[config.mk]
export PLATFORM = sky130hd
export DESIGN_NAME = fifo_fwft
export DESIGN_NICKNAME = d
export VERILOG_FILES = /design/src/rtl/fifo_pkg.sv /design/src/rtl/fifo_fwft_reg_file.sv /design/src/rtl/fifo_fwft.sv
export SDC_FILE = /design/constraint.sdc
export NUM_CORES = 1
export LEC_CHECK = 0
export CORE_UTILIZATION = 46
export CTS_CLUSTER_DIAMETER = 200
export DETAILED_ROUTE_END_ITERATION = 6
export PLACE_DENSITY = 0.74
export SYNTH_ARGS = -nofsm -noshare
export SYNTH_HDL_FRONTEND = slang
export SYNTH_SLANG_ARGS = --single-unit
export TNS_END_PERCENT = 20
[constraint.sdc]
create_clock -name i_clk -period 8.7 [get_ports i_clk]
set_clock_uncertainty 0.15 [all_clocks]
set_input_delay 2.61 -clock i_clk [delete_from_list [all_inputs] [get_ports i_clk]]
set_output_delay 2.61 -clock i_clk [all_outputs]
set_load 0.05 [all_outputs]
[src/rtl/fifo_pkg.sv]
// Shared definitions for the parametrised FIFO: read-mode encodings and
// the default almost-full threshold.
package fifo_pkg;

    localparam int FIFO_MODE_REG  = 0;
    localparam int FIFO_MODE_FWFT = 1;

    // Two words of headroom below full.
    function automatic int default_afull_thresh(input int addr_width);
        return (2 ** addr_width) - 2;
    endfunction

endpackage

[src/rtl/fifo_fwft_reg_file.sv]
// Register file used as FIFO storage: one synchronous write port and one
// combinational read port. Contents are never reset.
module reg_file #(
    parameter int DATA_WIDTH = 8,
    parameter int ADDR_WIDTH = 4
) (
    input  logic                  i_clk,
    input  logic                  i_w_en,
    input  logic [ADDR_WIDTH-1:0] i_w_addr,
    input  logic [DATA_WIDTH-1:0] i_w_data,
    input  logic [ADDR_WIDTH-1:0] i_r_addr,
    output logic [DATA_WIDTH-1:0] o_r_data
);

    logic [DATA_WIDTH-1:0] mem [2**ADDR_WIDTH];

    always_ff @(posedge i_clk) begin
        if (i_w_en) begin
            mem[i_w_addr] <= i_w_data;
        end
    end

    assign o_r_data = mem[i_r_addr];

endmodule

[src/rtl/fifo_fwft.sv]
// Synchronous FIFO with selectable registered / first-word fall-through read,
// fill level, programmable almost flags and sticky overflow/underflow flags.
module fifo_fwft
    import fifo_pkg::*;
#(
    parameter int DATA_WIDTH    = 8,
    parameter int ADDR_WIDTH    = 4,
    parameter int FWFT          = FIFO_MODE_REG,
    parameter int AFULL_THRESH  = default_afull_thresh(ADDR_WIDTH),
    parameter int AEMPTY_THRESH = 2
) (
    input  logic                  i_clk,
    input  logic                  i_rsn_n,
    input  logic                  i_wr,
    input  logic [DATA_WIDTH-1:0] i_w_data,
    input  logic                  i_rd,
    input  logic                  i_clr_err,
    output logic [DATA_WIDTH-1:0] o_r_data,
    output logic                  o_empty,
    output logic                  o_full,
    output logic                  o_almost_empty,
    output logic                  o_almost_full,
    output logic [ADDR_WIDTH:0]   o_level,
    output logic                  o_overflow,
    output logic                  o_underflow
);

    localparam int DEPTH = 2 ** ADDR_WIDTH;
    localparam int PW    = ADDR_WIDTH + 1;

    if (AFULL_THRESH < 0 || AFULL_THRESH > DEPTH ||
        AEMPTY_THRESH < 0 || AEMPTY_THRESH > DEPTH) begin : g_bad_thresh
        $error("fifo_fwft: almost-full/almost-empty threshold out of range 0..DEPTH");
    end
    if (FWFT != FIFO_MODE_REG && FWFT != FIFO_MODE_FWFT) begin : g_bad_mode
        $error("fifo_fwft: FWFT must be FIFO_MODE_REG or FIFO_MODE_FWFT");
    end

    localparam logic [PW-1:0] AFULL_LVL  = PW'(AFULL_THRESH);
    localparam logic [PW-1:0] AEMPTY_LVL = PW'(AEMPTY_THRESH);

    logic [PW-1:0]         wr_ptr, rd_ptr, level;
    logic                  empty, full, rd_acc, wr_acc;
    logic                  overflow_q, underflow_q;
    logic [DATA_WIDTH-1:0] mem_r_data;

    // The pointer MSB is a wrap bit, so equal low bits mean either empty or full.
    assign level  = wr_ptr - rd_ptr;
    assign empty  = (wr_ptr == rd_ptr);
    assign full   = (wr_ptr[ADDR_WIDTH-1:0] == rd_ptr[ADDR_WIDTH-1:0]) &&
                    (wr_ptr[ADDR_WIDTH] != rd_ptr[ADDR_WIDTH]);
    assign rd_acc = i_rd & ~empty;
    assign wr_acc = i_wr & (~full | rd_acc);

    always_ff @(posedge i_clk or negedge i_rsn_n) begin
        if (!i_rsn_n) begin
            wr_ptr <= '0;
            rd_ptr <= '0;
        end else begin
            if (wr_acc) wr_ptr <= wr_ptr + PW'(1);
            if (rd_acc) rd_ptr <= rd_ptr + PW'(1);
        end
    end

    // A new error in the same cycle as the clear takes priority.
    always_ff @(posedge i_clk or negedge i_rsn_n) begin
        if (!i_rsn_n) begin
            overflow_q  <= 1'b0;
            underflow_q <= 1'b0;
        end else begin
            if (i_wr && !wr_acc)  overflow_q <= 1'b1;
            else if (i_clr_err)   overflow_q <= 1'b0;
            if (i_rd && empty)    underflow_q <= 1'b1;
            else if (i_clr_err)   underflow_q <= 1'b0;
        end
    end

    reg_file #(
        .DATA_WIDTH(DATA_WIDTH),
        .ADDR_WIDTH(ADDR_WIDTH)
    ) u_reg_file (
        .i_clk    (i_clk),
        .i_w_en   (wr_acc),
        .i_w_addr (wr_ptr[ADDR_WIDTH-1:0]),
        .i_w_data (i_w_data),
        .i_r_addr (rd_ptr[ADDR_WIDTH-1:0]),
        .o_r_data (mem_r_data)
    );

    if (FWFT == FIFO_MODE_FWFT) begin : g_fwft
        assign o_r_data = empty ? '0 : mem_r_data;
    end else begin : g_reg
        logic [DATA_WIDTH-1:0] r_data_q;
        always_ff @(posedge i_clk or negedge i_rsn_n) begin
            if (!i_rsn_n) begin
                r_data_q <= '0;
            end else if (rd_acc) begin
                r_data_q <= mem_r_data;
            end
        end
        assign o_r_data = r_data_q;
    end

    assign o_empty        = empty;
    assign o_full         = full;
    assign o_level        = level;
    assign o_almost_full  = (level >= AFULL_LVL);
    assign o_almost_empty = (level <= AEMPTY_LVL);
    assign o_overflow     = overflow_q;
    assign o_underflow    = underflow_q;

endmodule

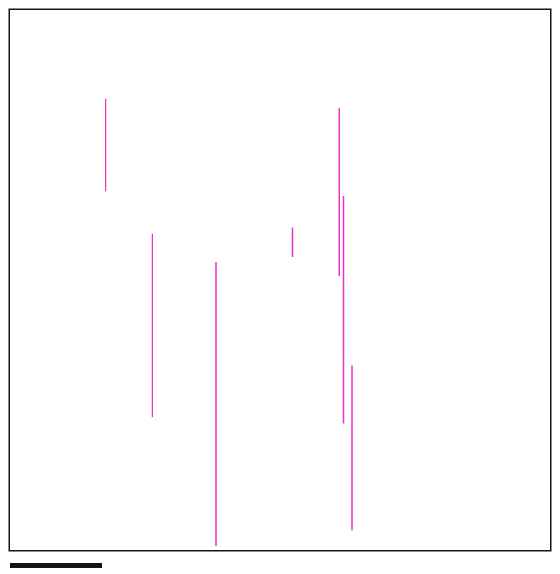
(images/m4.png)
Scale bar: 20 um.
- share of all routed wire: 2.2%
- wire length on this layer: 247 um
- nets with wire on the layer: 4
Detailed Route WL: 11.5 mm
vias post-DR: 3230

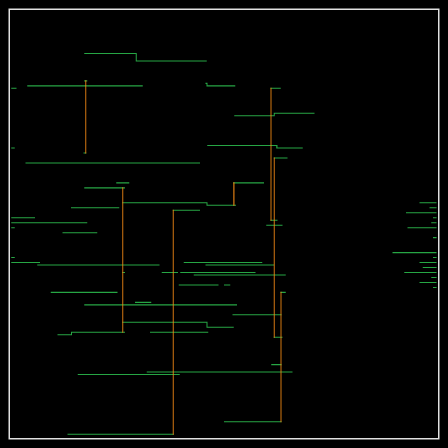
(images/layers.png)
Two of the layers only.
- green: M3 (wire length 755 um)
- orange: M4 (wire length 247 um)
post-detailed-route wirelength per cell: 19.5 um
GRT Overall Usage: 0.192

==> results.cfg <==
; implementation run metrics
[synth]
synth-xor-area-share = 0.0173
synth_area_um2 = 6080
ys_seq_frac = 0.715
yosys-top-cells-area = edfxtp_1 (63%), dfrtp_1 (8.2%), mux2i_1 (7.9%)
synth-seq-cells = 148
fp_nets = 389
ys_types = 41
avgSynthCellArea_um2 = 16.6
ys_sh_adder = 0.0218
ys_cells = 366
synth_top_flop_cell = edfxtp_1
top_area_cell = edfxtp_1
synth-edff-count = 128
topCombFamilyByArea = multiplexers

[global_route]
first_global_vias = 3394
grt_max_degree = 33

[setup_path]
crit_required_ns = 5.94
arrival_ns = 3.40
ff2ff_setup_slack_ns = 5.39
path_class = register to primary output
cp_max_fo = 30
crit_path_start_kind = register

[floorplanning]
pin_count = 32
fp_util = 0.476
dieArea_um2 = 13700
die_w_um = 117
coreArea_um2 = 12800

[power]
comb_power_share = 0.394
swShare = 0.367
p_seq_frac = 0.344
report.power.total_mw = 2.77
clkPwrFrac = 0.262
powerDensity_nw_per_um2 = 390
intPower_mw = 1.76

[cts]
cts_tree = yes
path_clk_slew_ns = 0.05
post_cts_resized = 0
clock_path_buffers = 2
root_buffer = clkbuf_16
cts_buffers = 17
clock_sinks = 148

[route]
via_per_inst = 5.49
dr.pass1.iters = 4
drt_iter0_drc = 200

[run]
tool_warnings = 29

[sta]
grt_setup_unrepaired = no
finalSetupTns_ns = 0
finalCriticalPeriod_ns = 6.16
worstMarginPinSlew_ns = 1.01
max_freq_mhz = 162
holdWs_ns = 0.362
setup_viol = 0
final_max_slew_viol_count = 0

[final_layout]
area_growth_pct = 17.0
lay_top_cells = edfxtp_1 (128), mux2i_1 (48), clkdlybuf4s50_1 (31)

[placement]
dp_cells = 556
hpwl_mm = 7.45
place_congestion = 0.778
placed_area_um2 = 6500

[run_status]
status = completed
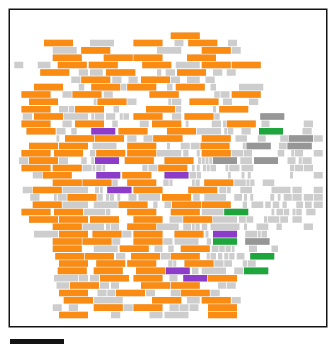
(images/ff_map.png)
Scale bar: 20 um.
- orange: u_reg_file.mem (flops 128)
- green: rd_ptr (flops 5)
- purple: o_r_data (flops 8)
- not colored: 7
utilization after layout: 0.556
Reg area: 4340 um2

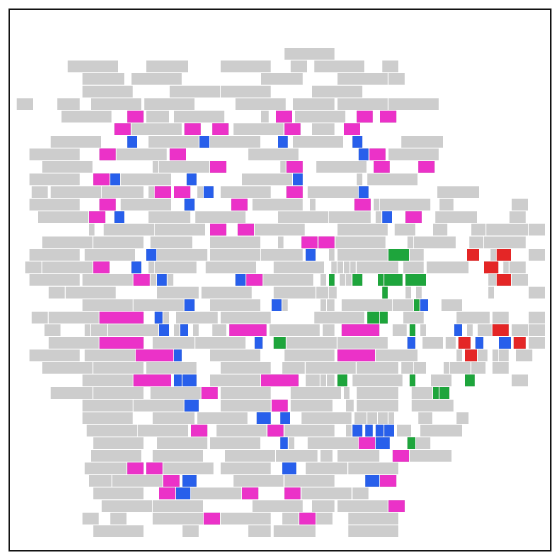
(images/gates.png)
- red: non-inverting ao/oa cells (cells 8; where right middle)
- blue: aoi and oai cells (cells 45; most used o22ai_1)
- green: nand cells (cells 18; most used nand2_1)
- magenta: mux cells (cells 56; most used mux2i_1)
most common logic cell in the routed design: edfxtp_1
Comb area share: 0.218

cell families after synthesis:
family	after synthesis
muxes	56
xor gates and xnor gates	12
DFF	148
buffers and inverters	29
AOI/OAI and AO/OA	53
adders and majority gates	10
and+or+nand+nor	58
Yosys cell counts (2+ instances only):
library cell	number
buf_2	6
nand3_1	2
mux4_2	6
a31oi_1	8
and2_1	2
nand4_2	2
nand3b_1	2
nor3_1	5
nor2_1	29
ha_1	9
xor2_1	3
a221oi_1	8
clkbuf_1	3
o21a_1	2
inv_1	9
dfrtp_1	20
buf_6	5
o21ai_0	3
a21o_1	2
o22ai_1	16
o21ai_1	8
nor2b_1	2
nand4_1	2
nand2_1	7
buf_4	4
edfxtp_1	128
mux4_1	2
a22o_1	2
xnor2_1	9
nand2b_1	2
mux2i_1	48
routing by layer:
metal / wire [um] / global-route usage
met5: 0 / 0
met4: 246 / 0.0928
met3: 755 / 0.0551
met2: 5610 / 0.306
met1: 4880 / 0.245
per-stage QoR:
stage | setup slack [ns] | utilization
2_1_floorplan | 2.56 | -
3_3_place_gp | 3.00 | 0.509
3_5_place_dp | 2.94 | 0.509
4_1_cts | 2.48 | 0.556
5_1_grt | 2.34 | 0.556
6_report | 2.54 | 0.556
worst max-delay path, stage by stage, from the launching register on:
cell and delay (ns):
dfrtp_1 0.32, buf_4 0.41, inv_1 0.18, ha_1 0.35
nor2b_1 0.14, o21a_1 0.17, or3_1 0.34, a211oi_1 0.25
clkdlybuf4s50_1 0.83
worst paths after layout:
kind                             start                   end  cells after the start
min                        o_underflow           o_underflow                      1
max reg2reg                  rd_ptr[1]  u_reg_file.mem[4][6]                      7
min reg2reg                o_underflow           o_underflow                      1
min in group asynchronous      i_rsn_n           o_underflow                      1
max                          rd_ptr[1]        o_almost_empty                      8
max in group asynchronous      i_rsn_n           o_r_data[4]                      1
sequential cells by signal (all words and copies together) (netlist names):
name / count
wr_ptr: 5
rd_ptr: 5
o_overflow: 1
o_underflow: 1
u_reg_file.mem: 128
o_r_data: 8
power groups by stage:
stage,Clock (mW),Sequential [mW],Combinational (mW)
after CTS,0.736,0.957,1.11
after detailed placement,0,0.969,1.10
after global placement,0,0.964,1.08
after floorplan,0,1.00,0.790
final,0.726,0.956,1.09
after global routing,0.766,0.966,1.18
cell type report:
class,instances,area [um2]
multi-input combinational,189,1550
timing repair buffer,38,363
tap,172,215
sequential,148,4340
clock buffer,28,537
fill,980,5670
inverter,9,33.8
clock inverter,4,68.8
Power is estimated from default activity; no workload was simulated.
